===== config.mk =====
export PLATFORM = sky130hd
export DESIGN_NAME = nibble_fifo_flat
export DESIGN_NICKNAME = d
export VERILOG_FILES = /design/src/rtl/nibble_pkg.sv /design/src/rtl/nibble_fifo_if.sv /design/src/rtl/fifo_ptr.sv /design/src/rtl/nibble_fifo.sv /design/src/flat_wrapper.sv
export SDC_FILE = /design/constraint.sdc
export NUM_CORES = 1
export LEC_CHECK = 0
export CAP_MARGIN = 20
export CORE_ASPECT_RATIO = 1.75
export CORE_MARGIN = 3
export CORE_UTILIZATION = 45
export CTS_CLUSTER_DIAMETER = 50
export DETAILED_ROUTE_END_ITERATION = 8
export GPL_TIMING_DRIVEN = 0
export PLACE_DENSITY = 0.67
export SLEW_MARGIN = 20
export SYNTH_ARGS = -nofsm -noshare
export SYNTH_HDL_FRONTEND = slang
export SYNTH_SLANG_ARGS = --single-unit

===== constraint.sdc =====
create_clock -name clk -period 2.5 [get_ports clk]
set_clock_uncertainty 0.2 [all_clocks]
set_input_delay 0.25 -clock clk [delete_from_list [all_inputs] [get_ports clk]]
set_output_delay 0.25 -clock clk [all_outputs]
set_load 0.05 [all_outputs]

===== src/rtl/nibble_pkg.sv =====
// Shared nibble definitions for the FIFO and the downstream 4-bit register stage.
package nibble_pkg;

    localparam int unsigned NIBBLE_W = 4;

    typedef logic [NIBBLE_W-1:0] nibble_t;

    // Pointer/count width for a FIFO of the given depth: index bits plus one wrap bit.
    function automatic int unsigned ptr_width(input int unsigned depth);
        return $clog2(depth) + 1;
    endfunction

endpackage


===== src/rtl/nibble_fifo_if.sv =====
// Valid/ready handshake bundle for nibble_fifo; watermark flags exist only when
// NIBBLE_FIFO_WATERMARK_EN is defined.
interface nibble_fifo_if
    import nibble_pkg::*;
#(
    parameter int unsigned DATA_W = NIBBLE_W,
    parameter int unsigned DEPTH  = 8
);
    localparam int unsigned CNT_W = ptr_width(DEPTH);

    logic              in_valid;
    logic              in_ready;
    logic [DATA_W-1:0] in_data;
    logic              out_valid;
    logic              out_ready;
    logic [DATA_W-1:0] out_data;
    logic [CNT_W-1:0]  count;
`ifdef NIBBLE_FIFO_WATERMARK_EN
    logic              almost_full;
    logic              almost_empty;
`endif

    modport slave (
        input  in_valid,
        input  in_data,
        input  out_ready,
        output in_ready,
        output out_valid,
        output out_data,
`ifdef NIBBLE_FIFO_WATERMARK_EN
        output almost_full,
        output almost_empty,
`endif
        output count
    );

    modport master (
        output in_valid,
        output in_data,
        output out_ready,
        input  in_ready,
        input  out_valid,
        input  out_data,
`ifdef NIBBLE_FIFO_WATERMARK_EN
        input  almost_full,
        input  almost_empty,
`endif
        input  count
    );

endinterface


===== src/rtl/fifo_ptr.sv =====
// Wrap-bit pointer: free-running counter modulo 2**PTR_W with increment enable.
module fifo_ptr #(
    parameter int unsigned PTR_W = 4
) (
    input  logic             clk,
    input  logic             reset,
    input  logic             inc,
    output logic [PTR_W-1:0] ptr
);

    logic [PTR_W-1:0] ptr_q;

    always_ff @(posedge clk or posedge reset) begin
        if (reset) begin
            ptr_q <= '0;
        end else if (inc) begin
            ptr_q <= ptr_q + PTR_W'(1);
        end
    end

    assign ptr = ptr_q;

endmodule


===== src/rtl/nibble_fifo.sv =====
// First-word-fall-through nibble FIFO feeding the downstream register's next_data.
// Define NIBBLE_FIFO_WATERMARK_EN to add registered almost_full/almost_empty flags.
module nibble_fifo
    import nibble_pkg::*;
#(
    parameter int unsigned DATA_W    = NIBBLE_W,
    parameter int unsigned DEPTH     = 8,
    parameter int unsigned AF_THRESH = DEPTH - 2,
    parameter int unsigned AE_THRESH = 1
) (
    input logic        clk,
    input logic        reset,
    nibble_fifo_if.slave bus
);

    localparam int unsigned IDX_W = $clog2(DEPTH);
    localparam int unsigned PTR_W = ptr_width(DEPTH);

    localparam bit PARAMS_OK = (DEPTH >= 2) && ((DEPTH & (DEPTH - 1)) == 0) &&
                               (AF_THRESH <= DEPTH) && (AE_THRESH < DEPTH) &&
                               (DATA_W >= 1);

    if (!PARAMS_OK) begin : g_bad_params
        $error("nibble_fifo: DEPTH must be a power of two >= 2 and thresholds within range");
    end

    logic [PTR_W-1:0]  wr_ptr;
    logic [PTR_W-1:0]  rd_ptr;
    logic [IDX_W-1:0]  wr_idx;
    logic [IDX_W-1:0]  rd_idx;
    logic              empty;
    logic              full;
    logic              push;
    logic              pop;
    logic [PTR_W-1:0]  count_q;
    logic [PTR_W-1:0]  count_d;
    logic [DATA_W-1:0] mem [DEPTH];

    assign wr_idx = wr_ptr[IDX_W-1:0];
    assign rd_idx = rd_ptr[IDX_W-1:0];

    assign empty = (wr_ptr == rd_ptr);
    assign full  = (wr_idx == rd_idx) && (wr_ptr[PTR_W-1] != rd_ptr[PTR_W-1]);

    // Flags come only from registered pointers, so in_ready never sees out_ready.
    assign push = bus.in_valid && !full && !reset;
    assign pop  = !empty && bus.out_ready && !reset;

    fifo_ptr #(
        .PTR_W (PTR_W)
    ) u_wr_ptr (
        .clk   (clk),
        .reset (reset),
        .inc   (push),
        .ptr   (wr_ptr)
    );

    fifo_ptr #(
        .PTR_W (PTR_W)
    ) u_rd_ptr (
        .clk   (clk),
        .reset (reset),
        .inc   (pop),
        .ptr   (rd_ptr)
    );

    // Storage is deliberately not reset; pointers alone define what is valid.
    always_ff @(posedge clk) begin
        if (push) begin
            mem[wr_idx] <= bus.in_data;
        end
    end

    always_comb begin
        count_d = count_q;
        unique case ({push, pop})
            2'b10:   count_d = count_q + PTR_W'(1);
            2'b01:   count_d = count_q - PTR_W'(1);
            default: count_d = count_q;
        endcase
    end

    always_ff @(posedge clk or posedge reset) begin
        if (reset) begin
            count_q <= '0;
        end else begin
            count_q <= count_d;
        end
    end

    assign bus.in_ready  = !full;
    assign bus.out_valid = !empty;
    assign bus.out_data  = empty ? '0 : mem[rd_idx];
    assign bus.count     = count_q;

`ifdef NIBBLE_FIFO_WATERMARK_EN
    logic almost_full_q;
    logic almost_empty_q;

    always_ff @(posedge clk or posedge reset) begin
        if (reset) begin
            almost_full_q  <= 1'b0;
            almost_empty_q <= 1'b1;
        end else begin
            almost_full_q  <= (count_d >= PTR_W'(AF_THRESH));
            almost_empty_q <= (count_d <= PTR_W'(AE_THRESH));
        end
    end

    assign bus.almost_full  = almost_full_q;
    assign bus.almost_empty = almost_empty_q;
`endif

endmodule


===== src/flat_wrapper.sv =====
// flat-port wrapper written by rule: the top's interface ports become plain ports
module nibble_fifo_flat import nibble_pkg::*;
#(
    parameter int unsigned DATA_W    = NIBBLE_W,
    parameter int unsigned DEPTH     = 8,
    parameter int unsigned AF_THRESH = DEPTH - 2,
    parameter int unsigned AE_THRESH = 1
)
  (clk, reset, bus_in_valid, bus_in_data, bus_out_ready, bus_in_ready, bus_out_valid, bus_out_data, bus_count);
  nibble_fifo_if #(.DATA_W(DATA_W), .DEPTH(DEPTH)) bus_i ();
  input logic clk;
  input logic reset;
  input wire logic [$bits(bus_i.in_valid)-1:0] bus_in_valid;
  input wire logic [$bits(bus_i.in_data)-1:0] bus_in_data;
  input wire logic [$bits(bus_i.out_ready)-1:0] bus_out_ready;
  output wire logic [$bits(bus_i.in_ready)-1:0] bus_in_ready;
  output wire logic [$bits(bus_i.out_valid)-1:0] bus_out_valid;
  output wire logic [$bits(bus_i.out_data)-1:0] bus_out_data;
  output wire logic [$bits(bus_i.count)-1:0] bus_count;
  assign bus_i.in_valid = bus_in_valid;
  assign bus_i.in_data = bus_in_data;
  assign bus_i.out_ready = bus_out_ready;
  assign bus_in_ready = bus_i.in_ready;
  assign bus_out_valid = bus_i.out_valid;
  assign bus_out_data = bus_i.out_data;
  assign bus_count = bus_i.count;
  nibble_fifo #(.DATA_W(DATA_W), .DEPTH(DEPTH), .AF_THRESH(AF_THRESH), .AE_THRESH(AE_THRESH)) u_core (.clk(clk), .reset(reset), .bus(bus_i));
endmodule

==> ci_impl_report.md <==
### Flow metrics

| Metric | Value |
|---|---|
| Status | `finished, final reports clean` |
| Highest clock rate | `0.408 GHz` |
| First-pass GRT wire length | `6.38 mm` |
| Hold WS | `0.155 ns` |
| Yosys Chip Area | `2050 sq um` |
| Log Warnings | `29` |
| Hold-fix buffers, CTS | `0` |
| Detail Placement HPWL | `2.76 mm` |
| Setup ws final | `0.0500 ns` |
| Slew HR | `65.8%` |
| CP max-delay cell | `dfrtp_1` |
| Synth Instances | `127` |
| Combinational power share | `53.9%` |
| Placed insts | `193` |
| Actual slew at the worst max-slew pin | `0.513 ns` |
| Nets at Floorplan | `140` |
| First DRT Iteration DRCs | `22` |
| Die W | `57.0 microns` |
| FP Util | `47.9%` |
| Delay of the slowest critical-path stage | `0.40 ns` |
| Clock latency on the worst-skew pair | `0.30 ns` |
| N_diodes | `0` |
| P_sw | `1.52 mW` |
| GP Congestion | `0.741` |
| Num ports | `18` |
| Final Hold Viols | `0` |
| Pin count of the biggest net entering global routing | `14` |
| Overall Global Routing Usage | `16.5%` |
| CTS clock-pin slew for the worst setup and hold paths | `0.08 ns` |
| Leak | `0.912 nW` |
| TNS Setup | `0 ns` |
| Kind of critical path | `reg -> reg` |
| Vias in the first global route | `1272` |
| CTS tree | `yes` |
| I/O Buffers | `17` |
| Post-Syn Area | `2050 sq um` |
| Crit share post-route | `98.0%` |
| CTS sink count | `44` |
| WL per Instance | `19.2 microns` |
| Post-detailed-route count of antenna-violating nets | `0` |
| Total power | `3.53 mW` |
| Die height | `95.2 microns` |
| CP arrival | `2.47 ns` |
| Syn. warnings | `0` |
| Area grow syn2layout | `24.3%` |
| Gr ovfl total | `0` |
| Hold WC Path Type | `in -> async` |
| Syn Area/Cell | `16.1 sq um` |
| Cell internal pwr | `2.01 mW` |
| Design Area, Final | `2540 sq um` |
| Sw Ratio | `42.9%` |
| Layout Cells excl Fill | `210` |
| Crit Path Max Fanout | `4` |
| Cell family with most CP delay | `buffers and inverters` |
| Placed Instance Area | `2280 sq um` |
| 1st-pass router iterations | `4` |
| Synth cell types | `29` |
| Die area | `5420 sq um` |
| Grt peak-use layer | `met2` |
| Sequential share of power | `31.0%` |
## power groups by stage
stage,logic [mW],clock network [mW],registers (mW)
3_3_place_gp,1.67,0,1.06
6_report,1.90,0.532,1.10
4_1_cts,1.78,0.543,1.08
3_5_place_dp,1.71,0,1.08
5_1_grt,2.03,0.574,1.12
2_1_floorplan,1.17,0,1.16
## final cells by class
cell class              count  area (sq um)  share of cell area [%]
inverters                   3          11.3                   0.443
clock buffers               6          72.6                    2.85
plain buffers               5          46.3                    1.82
clock inverters             2          35.0                    1.38
well taps                  49          61.3                    2.41
flip-flops and latches     44          1260                    49.6
multi-input cells          75           832                    32.7
repair buffers             26           223                    8.76
## final timing paths
path | startpoint | endpoint | slack [ns] | cells after the start
max in group asynchronous | reset | u_core.u_rd_ptr.ptr[0]$_DFFE_PP0P_ | 1.57 | 2
min in group clk | u_core.bus.count[3]$_DFFE_PP0P_ | u_core.bus.count[3]$_DFFE_PP0P_ | 0.28 | 1
max | u_core.u_wr_ptr.ptr[0]$_DFFE_PP0P_ | u_core.bus.count[3]$_DFFE_PP0P_ | 0.05 | 10
min reg2reg | u_core.bus.count[3]$_DFFE_PP0P_ | u_core.bus.count[3]$_DFFE_PP0P_ | 0.28 | 1
max reg2reg | u_core.u_wr_ptr.ptr[0]$_DFFE_PP0P_ | u_core.bus.count[3]$_DFFE_PP0P_ | 0.05 | 10
min | reset | u_core.u_rd_ptr.ptr[3]$_DFFE_PP0P_ | 0.16 | 2
## per-layer routing
metal	wire length (microns)	up-vias
li1	-	539
met1	1380	596
met2	2370	24
met3	152	11
met4	128	0
met5	0	-
## timing repair
item | 4_1_cts | 5_1_grt
pin swaps | 1 | 6
buffers inserted | 1 | 8
resized | 25 | 19
endpoints found under the setup margin | 9 | 15
## state kept, by name, indices dropped and copies added (netlist names)
name                 count
u_core.mem              32
u_core.bus.count         4
u_core.u_rd_ptr.ptr      4
u_core.u_wr_ptr.ptr      4
## cells in the mapped netlist, drive strengths merged
master | instances | area [sq um]
edfxtp | 32 | 961
dfrtp | 12 | 300
nor2 | 11 | 41.3
mux4 | 8 | 180
xnor2 | 8 | 92.6
xor2 | 7 | 61.3
buf | 5 | 36.3
ha | 5 | 62.6
mux2i | 5 | 50.1
nand2b | 5 | 33.8
nand2 | 4 | 15.0
inv | 3 | 11.3
mux2 | 3 | 33.8
nand4 | 3 | 18.8
nor3 | 3 | 15.0
a21oi | 2 | 10.0
a41oi | 2 | 55.1
nor4bb | 2 | 20.0
a211o | 1 | 8.76
and2b | 1 | 7.51
nand3 | 1 | 5.00
nand3b | 1 | 7.51
nor2b | 1 | 6.26
nor3b | 1 | 7.51
o21ai | 1 | 5.00
## kinds of logic (layout without fill, tap and decap cells)
family	count (synthesis)	in the layout	synth area share [%]
DFF	44	44	61.7
and+or+nand+nor	33	33	8.68
muxes	16	16	12.9
xor gates and xnor gates	15	15	7.52
buffers and inverters	8	42	2.32
AOI/OAI and AO/OA	6	6	3.85
adders and majority gates	5	5	3.06
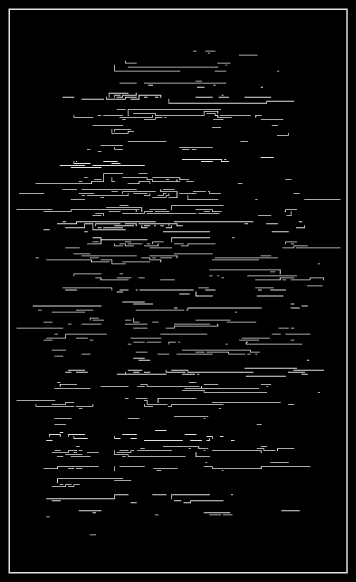
(images/layer_met1.png)
share of all routed wire	34%
longest straight run	16.6 microns
main direction	horizontal
final WL: 4.03 mm
GR Layer Usage met1: 16.3%
via count: 1170

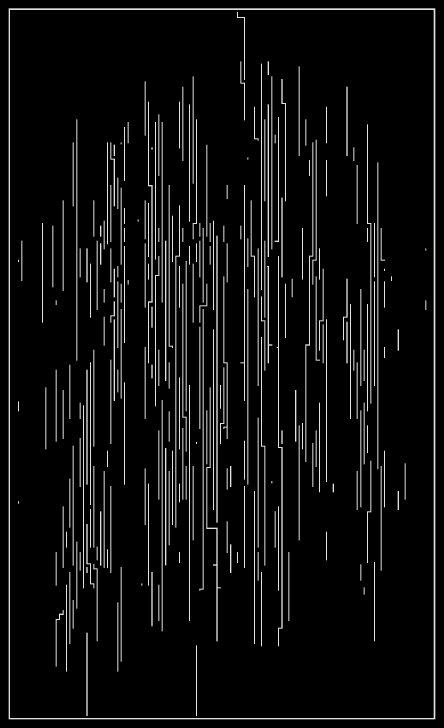
(images/layer_met2.png)
longest straight run	41.1 microns
nets with wire on the layer	159
share of all routed wire	59%
wire length on this layer	2370 microns
main direction	vertical
met2 usage: 30.5%

Power figures rest on the tool's default switching activity, not on a simulated workload.
